==> images/zoom.png <==
Window x 101 to 131, y 55 to 85 um. Cells in grey, sequential cells in the stronger grey; small squares are vias.
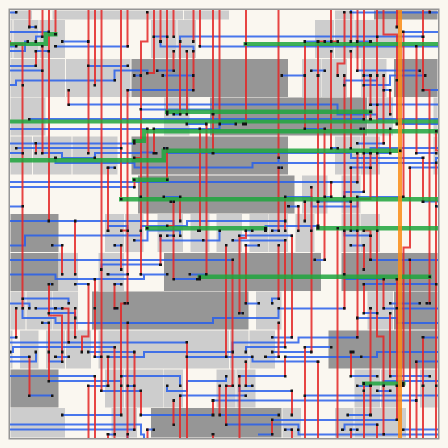
==> images/gate_families.png <==
(2 px per um)
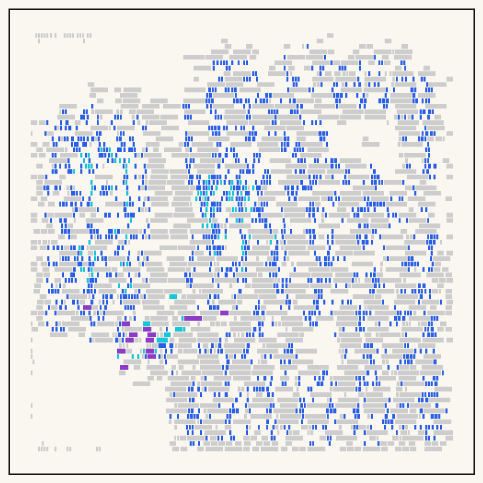
==> images/final_congestion.png <==
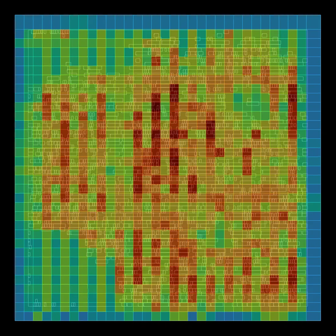
<file path="config.mk">
export PLATFORM = sky130hd
export DESIGN_NAME = inst_fetch_queue
export DESIGN_NICKNAME = d
export VERILOG_FILES = /design/src/rtl/inst_fetch_queue.sv
export SDC_FILE = /design/constraint.sdc
export NUM_CORES = 1
export LEC_CHECK = 0
export ABC_AREA = 1
export ABC_CLOCK_PERIOD_IN_PS = 7500
export CAP_MARGIN = 30
export CORE_MARGIN = 10
export CORE_UTILIZATION = 45
export DETAILED_ROUTE_END_ITERATION = 6
export HOLD_SLACK_MARGIN = 0.12
export PLACE_DENSITY_LB_ADDON = 0.3
export SYNTH_ARGS = -nofsm -noshare
export SYNTH_HDL_FRONTEND = slang
export SYNTH_SLANG_ARGS = --single-unit
</file>
<file path="constraint.sdc">
create_clock -name clk -period 7.5 [get_ports clk]
set_clock_uncertainty 0.15 [all_clocks]
set_input_delay 1.5 -clock clk [delete_from_list [all_inputs] [get_ports clk]]
set_output_delay 1.5 -clock clk [all_outputs]
set_load 0.01 [all_outputs]
</file>
<file path="src/rtl/inst_fetch_queue.sv">
// Instruction fetch stage: issues pair reads to instruction memory, buffers pairs in a FIFO,
// and presents one instruction per cycle. Optional macro FETCH_BYPASS_EN: empty-FIFO bypass of returning pair.
module inst_fetch_queue #(
  parameter int unsigned           WORD_SIZE  = 32,
  parameter int unsigned           BLOCK_SIZE = 32,
  parameter int unsigned           DEPTH      = 4,
  parameter logic [WORD_SIZE-1:0]  RESET_PC   = '0
) (
  input  logic                          clk,
  input  logic                          rst_n,
  output logic [WORD_SIZE-1:0]          mem_addr,
  output logic                          mem_readable,
  output logic                          mem_writable,
  output logic [BLOCK_SIZE-1:0]         mem_write,
  input  logic [BLOCK_SIZE-1:0]         mem_out1,
  input  logic [BLOCK_SIZE-1:0]         mem_out2,
  input  logic                          redirect,
  input  logic [WORD_SIZE-1:0]          redirect_pc,
  output logic                          inst_valid,
  output logic [BLOCK_SIZE-1:0]         inst,
  output logic [WORD_SIZE-1:0]          inst_pc,
  input  logic                          inst_ready,
  output logic [$clog2(DEPTH):0]        level
);

  localparam int unsigned IS = BLOCK_SIZE / 8;
  localparam int unsigned PW = $clog2(DEPTH);
  localparam int unsigned LW = PW + 1;
  localparam int unsigned RW = LW + 2;
  localparam logic [WORD_SIZE-1:0] ALIGN_MASK = ~WORD_SIZE'(IS - 1);
  localparam logic [WORD_SIZE-1:0] PAIR_STEP  = WORD_SIZE'(2 * IS);

  typedef struct packed {
    logic [WORD_SIZE-1:0]  pc;
    logic [BLOCK_SIZE-1:0] ins;
  } entry_t;

  logic [WORD_SIZE-1:0] fetch_pc;
  logic [WORD_SIZE-1:0] ret_pc;
  entry_t               fifo [DEPTH];
  logic [PW-1:0]        rd_ptr;
  logic [PW-1:0]        wr_ptr;
  logic                 inflight;
  logic                 squash;
  entry_t               head;
  logic                 head_valid;

  logic                 ret_ok;
  logic                 bypass;
  logic                 pop;
  logic                 fifo_pop;
  logic [1:0]           n_wr;
  entry_t               e1;
  entry_t               e2;
  entry_t               wdata0;
  entry_t               wdata1;
  entry_t               head_nxt;
  logic [LW-1:0]        level_nxt;
  logic [PW-1:0]        rd_nxt;
  logic [PW-1:0]        wr_nxt;
  logic [RW-1:0]        resv;
  logic                 issue;

  assign mem_writable = 1'b0;
  assign mem_write    = '0;

  // Head selection, enqueue/dequeue bookkeeping and request reservation
  always_comb begin
    ret_ok = inflight && !squash;
`ifdef FETCH_BYPASS_EN
    bypass = ret_ok && (level == '0);
`else
    bypass = 1'b0;
`endif
    e1.pc  = ret_pc;
    e1.ins = mem_out1;
    e2.pc  = ret_pc + WORD_SIZE'(IS);
    e2.ins = mem_out2;

    inst_valid = bypass ? 1'b1     : head_valid;
    inst       = bypass ? mem_out1 : head.ins;
    inst_pc    = bypass ? ret_pc   : head.pc;

    pop      = inst_valid && inst_ready;
    fifo_pop = pop && !bypass;

    if (!ret_ok)             n_wr = 2'd0;
    else if (bypass && pop)  n_wr = 2'd1;
    else                     n_wr = 2'd2;

    wdata0 = (n_wr == 2'd1) ? e2 : e1;
    wdata1 = e2;

    level_nxt = level + LW'(n_wr) - LW'(fifo_pop);
    rd_nxt    = rd_ptr + PW'(fifo_pop);
    wr_nxt    = wr_ptr + PW'(n_wr);
    // Once the old contents are drained, the new head is the first word written this edge
    head_nxt  = ((level - LW'(fifo_pop)) == '0) ? wdata0 : fifo[rd_nxt];

    resv  = RW'(level) + RW'({mem_readable, 1'b0}) + RW'({ret_ok, 1'b0}) + RW'(2);
    issue = (resv <= RW'(DEPTH));
  end

  always_ff @(posedge clk or negedge rst_n) begin
    if (!rst_n) begin
      fetch_pc     <= RESET_PC;
      mem_addr     <= RESET_PC;
      mem_readable <= 1'b0;
      ret_pc       <= '0;
      inflight     <= 1'b0;
      squash       <= 1'b0;
      rd_ptr       <= '0;
      wr_ptr       <= '0;
      level        <= '0;
      head         <= '0;
      head_valid   <= 1'b0;
    end else begin
      ret_pc   <= mem_addr;
      inflight <= mem_readable;
      if (redirect) begin
        // A request visible now returns next cycle and must be dropped
        squash       <= mem_readable;
        fetch_pc     <= redirect_pc & ALIGN_MASK;
        mem_readable <= 1'b0;
        rd_ptr       <= '0;
        wr_ptr       <= '0;
        level        <= '0;
        head_valid   <= 1'b0;
      end else begin
        squash       <= 1'b0;
        mem_readable <= issue;
        if (issue) begin
          mem_addr <= fetch_pc;
          fetch_pc <= fetch_pc + PAIR_STEP;
        end
        rd_ptr     <= rd_nxt;
        wr_ptr     <= wr_nxt;
        level      <= level_nxt;
        head_valid <= (level_nxt != '0);
        if (level_nxt != '0) head <= head_nxt;
      end
    end
  end

  // Entry storage; contents are only meaningful between rd_ptr and wr_ptr
  always_ff @(posedge clk) begin
    if (!redirect) begin
      if (n_wr != 2'd0) fifo[wr_ptr] <= wdata0;
      if (n_wr == 2'd2) fifo[wr_ptr + PW'(1)] <= wdata1;
    end
  end

endmodule

</file>
==> impl_metrics.toml <==
# implementation run metrics
[placed_design]
dpl_worst_slack_ps = 2560
placedInstanceArea_um2 = 22000

[cts]
worst_skew_pair.late_latency_ps = 580
cts_resized = 0

[final_layout]
clkbuf_count = 67
clkCellAreaFrac_pct = 6.32
sh_comb_area_pct = 30.7
seq-cell-share_pct = 48.8
stdcell_area_um2 = 23600
final.signal_inverter_count = 94

[setup_path]
critical-path-max-stage-delay_ps = 480
cp-start-kind = "input pin"
cp_slowest_cell = "buf_4"
crit_path_end_kind = "flip-flop"
cp-startpoint = "inst_ready"
setup.worst_path.class = "input pin to flip-flop"

[routing]
drt-total-wl_um = 55200
antenna_violating_nets_post_route = 0
wl_met3_um = 4260
routedLengthMet1_um = 23600

[pwr]
power_per_cell_area_nw_per_um2 = 412
power.share.clock_pct = 22.8
pwr-share-comb_pct = 39.6
net-switching-power_mw = 3.97
total_leakage_power_nw = 10.3

[timing]
timing.final.crit_period_ps = 4390
setup_slack_ps = 3110

[run_status]
status = "finished, final reports clean"

[logic_synthesis]
yosys_area_um2 = 20200
netlist_top_cells_area = "edfxtp_1 37%, nand2_1 21%, dfrtp_1 20%"
ys_warn_count = 0

[floorplan]
die_width_um = 232
std_cell_rows = 77

[min_path]
hold_end = "ret_pc[28]$_DFF_PN0_"

[grt]
grt_remaining_overflow = 0
-- zoom.png (at the start) --
Key: red = met2; green = met3; blue = met1; orange = met4
64 logic cells have their middle in the window. Netlist names of flops here include fifo (7), inst_pc (2). Sequential cells in the window: 9. Most frequent: nand2_1 (23), nand3_1 (12), edfxtp_1 (7).

-- gate_families.png (at the start) --
Key: blue = NAND gates [cells 1365, most used nand2_1, where spread over the die]; cyan = NOR gates [cells 100, most used nor2_1]; purple = adder and majority cells [cells 13, most used ha_1]

-- final_congestion.png (at the start) --
post-detailed-route wirelength per cell: 17.9 um
met2 routing resource usage after global routing: 33.0%

==> routing by layer <==
metal | vias up | GRT usage [%]
met5 | - | 0
met4 | 0 | 6.19
met3 | 92 | 4.04
met2 | 638 | 33.0
met1 | 7592 | 26.9
li1 | 7663 | -
==> per-stage QoR <==
step | hold slack (ps) | cells
floorplan | 279 | 2474
global placement | 239 | 2988
detailed placement | 252 | 2993
CTS | 271 | 3077
global route | 295 | 3079
finish | 269 | 3079
==> synth_stat cells <==
master / n
or2_2: 1
nand4_1: 1
a21oi_1: 4
conb_1: 1
nor2_4: 1
ha_1: 13
clkbuf_1: 201
nor3_1: 1
nand3b_2: 1
xnor2_1: 9
inv_2: 3
o21ai_0: 95
xnor2_2: 1
clkinv_1: 1
nor2_1: 97
nand2_1: 1105
buf_1: 11
nand3b_1: 25
nor3_4: 1
buf_2: 39
xor2_1: 20
o21ai_1: 32
nand3_1: 233
dfrtp_1: 162
buf_4: 41
edfxtp_1: 248
or2_1: 1
inv_1: 90
==> sequential cells by signal (all words and copies together) (netlist names) <==
register,cells
fifo,248
inst,32
fetch_pc,30
inst_pc,30
mem_addr,30
ret_pc,30
level,3
rd_ptr,2
inflight,1
inst_valid,1
mem_readable,1
squash,1
wr_ptr,1
==> power groups by stage <==
stage	logic [mW]	clock network (mW)	registers (mW)
5_1_grt	4.34	2.34	3.73
3_5_place_dp	3.85	0	3.69
6_report	3.84	2.21	3.66
2_1_floorplan	2.56	0	3.52
3_3_place_gp	3.75	0	3.67
4_1_cts	3.87	2.26	3.65
==> kinds of logic after synthesis <==
group	after synthesis	synth area share, %
buffers and inverters	386	8.19
AND-OR/OR-AND	131	3.25
flip-flops	410	57.0
adder cells (fa/ha/maj)	13	0.806
XOR/XNOR	30	1.34
other	1	0.0186
AND/OR/NAND/NOR	1467	29.4
Power and IR drop assume default switching activity.
